Figure 1. Met3 routing.
(2 px per µm)
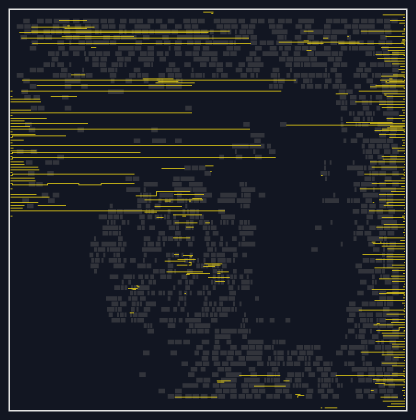
Figure 2. Cells by drive strength.
(1.5 px per µm)
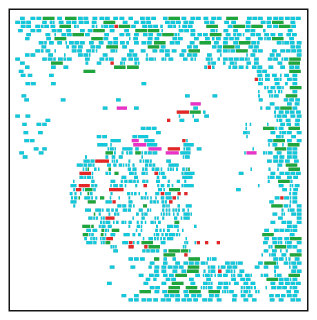
<file path="src/rtl/dma_pkg.sv">
// dma_pkg: shared AHB transfer encodings and arbiter FSM states for the DMA master port
package dma_pkg;
  localparam logic [1:0] HTRANS_IDLE   = 2'b00;
  localparam logic [1:0] HTRANS_BUSY   = 2'b01;
  localparam logic [1:0] HTRANS_NONSEQ = 2'b10;
  localparam logic [1:0] HTRANS_SEQ    = 2'b11;
  typedef enum logic {ST_IDLE, ST_OWN} state_t;
  function automatic logic is_active(input logic [1:0] t);
    return t == HTRANS_NONSEQ || t == HTRANS_SEQ;
  endfunction
endpackage

</file>
<file path="src/rtl/dma_master_arb_mux_if.sv">
// dma_master_arb_mux_if: per-channel request/bus bundle and muxed AHB master signals
interface dma_master_arb_mux_if #(
  parameter int NUM_CH = 6,
  parameter int AW = 32,
  parameter int DW = 32
);
  localparam int CHW = $clog2(NUM_CH);
  logic [NUM_CH-1:0] ch_req, ch_last, ch_hwrite, ch_gnt, ch_done;
  logic [NUM_CH*AW-1:0] ch_haddr;
  logic [NUM_CH*2-1:0] ch_htrans;
  logic [NUM_CH*DW-1:0] ch_hwdata;
  logic hready, hwrite;
  logic [AW-1:0] haddr;
  logic [1:0] htrans;
  logic [DW-1:0] hwdata;
  logic [CHW-1:0] DMACActivedChannel, data_ch;
  modport master (
    input ch_req, ch_last, ch_haddr, ch_htrans, ch_hwrite, ch_hwdata, hready,
    output haddr, htrans, hwrite, hwdata, ch_gnt, ch_done, DMACActivedChannel, data_ch
  );
  modport slave (
    output ch_req, ch_last, ch_haddr, ch_htrans, ch_hwrite, ch_hwdata, hready,
    input haddr, htrans, hwrite, hwdata, ch_gnt, ch_done, DMACActivedChannel, data_ch
  );
endinterface

</file>
<file path="src/rtl/dma_rr_arbiter.sv">
// dma_rr_arbiter: rotate-priority encoder, search starts at ptr+1 and ptr itself is served last
module dma_rr_arbiter #(
  parameter int N = 6,
  parameter int W = $clog2(N)
) (
  input  logic [N-1:0] req,
  input  logic [W-1:0] ptr,
  output logic [N-1:0] gnt,
  output logic [W-1:0] idx,
  output logic         any
);
  int j;
  assign any = |req;
  // scan from lowest priority to highest so the closest requester after ptr overwrites the rest
  always_comb begin
    gnt = '0;
    idx = '0;
    j = 0;
    for (int k = N; k >= 1; k--) begin
      j = (int'(ptr) + k) % N;
      if (req[j]) begin
        gnt = '0;
        gnt[j] = 1'b1;
        idx = W'(j);
      end
    end
  end
endmodule

</file>
<file path="src/rtl/dma_master_arb_mux.sv">
// dma_master_arb_mux: round-robin AHB address-phase arbiter with one-stage data-phase channel tracking
module dma_master_arb_mux
  import dma_pkg::*;
#(
  parameter int NUM_CH = 6,
  parameter int AW = 32,
  parameter int DW = 32
) (
  input logic hclk,
  input logic hreset,
  dma_master_arb_mux_if.master bus
);
  localparam int CHW = $clog2(NUM_CH);
  state_t state, state_n;
  logic [CHW-1:0] owner, owner_n, rr_ptr, rr_ptr_n, win_idx, dch;
  logic [NUM_CH-1:0] win_gnt, gnt_q, gnt_n;
  logic any, d_valid, own_active, release_own;
  logic [1:0] own_htrans;

  dma_rr_arbiter #(.N(NUM_CH), .W(CHW)) u_arb (
    .req(bus.ch_req), .ptr(rr_ptr), .gnt(win_gnt), .idx(win_idx), .any(any)
  );

  assign own_htrans  = bus.ch_htrans[int'(owner)*2 +: 2];
  assign own_active  = state == ST_OWN && is_active(own_htrans);
  assign release_own = state == ST_OWN && ((bus.ch_last[owner] && is_active(own_htrans)) || !bus.ch_req[owner]);

  always_comb begin
    state_n = state;
    owner_n = owner;
    rr_ptr_n = rr_ptr;
    gnt_n = gnt_q;
    if (bus.hready && (state == ST_IDLE || release_own)) begin
      state_n = any ? ST_OWN : ST_IDLE;
      owner_n = any ? win_idx : owner;
      rr_ptr_n = any ? win_idx : rr_ptr;
      gnt_n = win_gnt;
    end
  end

  always_ff @(posedge hclk)
    if (hreset) begin
      state <= ST_IDLE;
      owner <= '0;
      rr_ptr <= CHW'(NUM_CH - 1);
      gnt_q <= '0;
      d_valid <= 1'b0;
      dch <= '0;
    end else begin
      state <= state_n;
      owner <= owner_n;
      rr_ptr <= rr_ptr_n;
      gnt_q <= gnt_n;
      if (bus.hready) begin
        d_valid <= own_active;
        dch <= owner;
      end
    end

  assign bus.haddr = state == ST_OWN ? bus.ch_haddr[int'(owner)*AW +: AW] : '0;
  assign bus.htrans = state == ST_OWN ? own_htrans : HTRANS_IDLE;
  assign bus.hwrite = state == ST_OWN && bus.ch_hwrite[owner];
  assign bus.hwdata = bus.ch_hwdata[int'(dch)*DW +: DW];
  // a data phase caught by reset is abandoned, so completion is masked while reset is asserted
  assign bus.ch_done = (bus.hready && d_valid && !hreset) ? NUM_CH'(1) << dch : '0;
  assign bus.ch_gnt = gnt_q;
  assign bus.DMACActivedChannel = owner;
  assign bus.data_ch = dch;
endmodule

</file>
<file path="src/flat_wrapper.sv">
// flat-port wrapper written by rule: the top's interface ports become plain ports
module dma_master_arb_mux_flat import dma_pkg::*;
#(
  parameter int NUM_CH = 6,
  parameter int AW = 32,
  parameter int DW = 32
)
  (hclk, hreset, bus_ch_req, bus_ch_last, bus_ch_haddr, bus_ch_htrans, bus_ch_hwrite, bus_ch_hwdata, bus_hready, bus_haddr, bus_htrans, bus_hwrite, bus_hwdata, bus_ch_gnt, bus_ch_done, bus_DMACActivedChannel, bus_data_ch);
  dma_master_arb_mux_if #(.NUM_CH(NUM_CH), .AW(AW), .DW(DW)) bus_i ();
  input logic hclk;
  input logic hreset;
  input wire logic [$bits(bus_i.ch_req)-1:0] bus_ch_req;
  input wire logic [$bits(bus_i.ch_last)-1:0] bus_ch_last;
  input wire logic [$bits(bus_i.ch_haddr)-1:0] bus_ch_haddr;
  input wire logic [$bits(bus_i.ch_htrans)-1:0] bus_ch_htrans;
  input wire logic [$bits(bus_i.ch_hwrite)-1:0] bus_ch_hwrite;
  input wire logic [$bits(bus_i.ch_hwdata)-1:0] bus_ch_hwdata;
  input wire logic [$bits(bus_i.hready)-1:0] bus_hready;
  output wire logic [$bits(bus_i.haddr)-1:0] bus_haddr;
  output wire logic [$bits(bus_i.htrans)-1:0] bus_htrans;
  output wire logic [$bits(bus_i.hwrite)-1:0] bus_hwrite;
  output wire logic [$bits(bus_i.hwdata)-1:0] bus_hwdata;
  output wire logic [$bits(bus_i.ch_gnt)-1:0] bus_ch_gnt;
  output wire logic [$bits(bus_i.ch_done)-1:0] bus_ch_done;
  output wire logic [$bits(bus_i.DMACActivedChannel)-1:0] bus_DMACActivedChannel;
  output wire logic [$bits(bus_i.data_ch)-1:0] bus_data_ch;
  assign bus_i.ch_req = bus_ch_req;
  assign bus_i.ch_last = bus_ch_last;
  assign bus_i.ch_haddr = bus_ch_haddr;
  assign bus_i.ch_htrans = bus_ch_htrans;
  assign bus_i.ch_hwrite = bus_ch_hwrite;
  assign bus_i.ch_hwdata = bus_ch_hwdata;
  assign bus_i.hready = bus_hready;
  assign bus_haddr = bus_i.haddr;
  assign bus_htrans = bus_i.htrans;
  assign bus_hwrite = bus_i.hwrite;
  assign bus_hwdata = bus_i.hwdata;
  assign bus_ch_gnt = bus_i.ch_gnt;
  assign bus_ch_done = bus_i.ch_done;
  assign bus_DMACActivedChannel = bus_i.DMACActivedChannel;
  assign bus_data_ch = bus_i.data_ch;
  dma_master_arb_mux #(.NUM_CH(NUM_CH), .AW(AW), .DW(DW)) u_core (.hclk(hclk), .hreset(hreset), .bus(bus_i));
endmodule
</file>
<file path="config.mk">
export PLATFORM = sky130hd
export DESIGN_NAME = dma_master_arb_mux_flat
export DESIGN_NICKNAME = d
export VERILOG_FILES = /design/src/rtl/dma_pkg.sv /design/src/rtl/dma_master_arb_mux_if.sv /design/src/rtl/dma_rr_arbiter.sv /design/src/rtl/dma_master_arb_mux.sv /design/src/flat_wrapper.sv
export SDC_FILE = /design/constraint.sdc
export NUM_CORES = 1
export LEC_CHECK = 0
export CORE_AREA = 3 3 195 197
export DETAILED_ROUTE_END_ITERATION = 8
export DIE_AREA = 0 0 198 200
export HOLD_SLACK_MARGIN = 0.15
export SLEW_MARGIN = 10
export SYNTH_ARGS = -nofsm -noshare
export SYNTH_HDL_FRONTEND = slang
export SYNTH_SLANG_ARGS = --single-unit
export TNS_END_PERCENT = 5
</file>
<file path="constraint.sdc">
create_clock -name hclk -period 5.17 [get_ports hclk]
set_input_delay 1.2925 -clock hclk [delete_from_list [all_inputs] [get_ports hclk]]
set_output_delay 1.2925 -clock hclk [all_outputs]
set_load 0.01 [all_outputs]
</file>
==> metrics.yaml <==
setup_path:
  timing.critical_path.cells: "clkdlybuf4s50_1 -> nand2_1 -> nor3_1 -> nor3b_1 -> clkdlybuf4s50_1"
  timing.critical_path.required_ns: 3.88
  termination_of_the_worst_setup_path: "bus_ch_done[0]"
  timing.reg2reg.setup_slack_ns: 1.02
  r2r-end: "u_core.bus.DMACActivedChannel[2]$_SDFFE_PP0P_"
  critical_path.startpoint_type: "input pin"
  r2r-start: "u_core.rr_ptr[1]$_SDFFE_PP0P_"
  crit_fanout: 4
logic_synthesis:
  yosysUniqueCellTypes: 81
  synth.ff_latch_count: 16
  ff_type: "sky130_fd_sc_hd__dfxtp_1"
  synth_stat.cells: 719
  top_area_cell: "sky130_fd_sc_hd__mux4_2"
  yosys.stat.seqShare: 0.0544
  syn_area_mm2: 0.00589
detailed_routing:
  post_drt_wl_per_cell_um: 24.2
  detailedRoute.firstIterationViolations: 601
  drc_violations_left: 0
  vias_per_cell: 4.78
finish:
  layout_top_cells: "501 x sky130_fd_sc_hd__clkdlybuf4s50_1, 106 x sky130_fd_sc_hd__nor2_1, 80 x sky130_fd_sc_hd__mux2i_1, 70 x sky130_fd_sc_hd__mux4_2, 63 x sky130_fd_sc_hd__a21oi_1"
cts:
  post_cts_resize_count: 0
  worst_setup_hold_path_clk_slew_ns: 0.05
  cts_num_sinks: 16
  insertion_delay_late_pin_ns: 0.24
final_timing:
  fmaxAchievable_ghz: 0.214
  tightest_slew_ns: 1.07
flow_run:
  number_of_maximum_capacitance_violations: 0
outcome:
  outcome: "completed"
placement:
  placedCellCount: 1655
  place.gp.congestion: 0.963
  dp_hpwl_um: 34300
  port_buffers: 501
worst_hold_path:
  min_path_type: "flip-flop to flip-flop"
die:
  die_y_um: 200
  core.rowCount: 70
global_routing:
  first_global_vias: 7840
power_and_ir_drop:
  p_per_area_mw_per_mm2: 369
About Figure 1:
The layer carries 3720 µm of wire. The wires run mostly horizontal. The layer holds 9.3% of the routed length.
GR Util met3: 0.0628
post-detailed-routing wire length: 40300 µm
overall via count from detail_route: 7956

About Figure 2:
Key: magenta = x6 and larger [cells 7, share 0.59%]; red = x3 and x4 [cells 32, share 2.7%, most used buf_4]; green = x2 [cells 95, share 8.0%, most used mux4_2]; cyan = x1 and smaller [cells 1057, share 89%, most used clkdlybuf4s50_1]
number of ordinary and repair buffers in the finished layout: 526
Final Instance Area: 0.0116 mm²

worst min path at each step:
stage,endpoint,slack [ns],from
3_5_place_dp,u_core.state$_SDFFE_PP0P_,0.48,u_core.state$_SDFFE_PP0P_
2_1_floorplan,u_core.d_valid$_SDFFE_PP0P_,0.46,u_core.d_valid$_SDFFE_PP0P_
6_report,u_core.state$_SDFFE_PP0P_,0.48,u_core.state$_SDFFE_PP0P_
3_3_place_gp,u_core.state$_SDFFE_PP0P_,0.47,u_core.state$_SDFFE_PP0P_
4_1_cts,u_core.state$_SDFFE_PP0P_,0.49,u_core.state$_SDFFE_PP0P_
5_1_grt,u_core.state$_SDFFE_PP0P_,0.53,u_core.state$_SDFFE_PP0P_
area by class of cell:
class | count | area share
Tap cell | 468 | 0.0506
Inverter | 53 | 0.0172
Timing Repair Buffer | 526 | 0.453
Multi-Input combinational cell | 592 | 0.442
Sequential cell | 16 | 0.0285
Clock buffer | 4 | 0.00768
Antenna cell | 6 | 0.00130
cells in the mapped netlist (all sizes together), types with 15 or more instances:
library cell  number
a21oi             65
buf               21
clkbuf            37
dfxtp             16
ha                19
inv               51
mux2i             81
mux4              70
nand2             30
nand3             15
nor2             108
o21ai             22
o22ai             37
critical path: cells and delay by family:
family	cells	cell delay (ns)
buffers and inverters	2	1.19
and+or+nand+nor	3	0.89
report_power, final:
part           switching [mW]  internal, mW
Sequential              0.105         0.164
Clock                  0.0467         0.117
Combinational            2.15          1.68
state kept, by name (all words and copies together), names as in the netlist:
name / count
u_core.bus.DMACActivedChannel: 2
u_core.bus.ch_gnt: 6
u_core.bus.data_ch: 3
u_core.d_valid: 1
u_core.rr_ptr: 3
u_core.state: 1
per-stage QoR:
stage               setup slack (ns)  instance area, µm²  hold slack [ns]  total power [mW]
CTS                            0.524               11600            0.487              4.25
finish                         0.493               11600            0.484              4.26
floorplan                       1.48                5890            0.460              2.63
global route                   0.418               11600            0.528              4.61
global placement               0.542               11500            0.469              4.02
detailed placement             0.526               11500            0.478              4.06
cell families after synthesis:
kind of cell / synth area share
AND-OR/OR-AND: 0.233
XOR/XNOR: 0.00701
adder cells (fa/ha/maj): 0.0403
buffers and inverters: 0.0781
flip-flops: 0.0544
multiplexers: 0.409
AND/OR/NAND/NOR: 0.178
per-layer routing:
metal  vias to the layer above  wire length [µm]  GRT usage  share of wire
met3                        32              3720     0.0628          0.092
met2                       350             18400      0.290           0.46
met1                      3851             17300      0.246           0.43
li1                       3721                 -          -              -
met5                         -                13          0        0.00032
met4                         2               792     0.0341          0.020
Power is estimated from default activity; no workload was simulated.
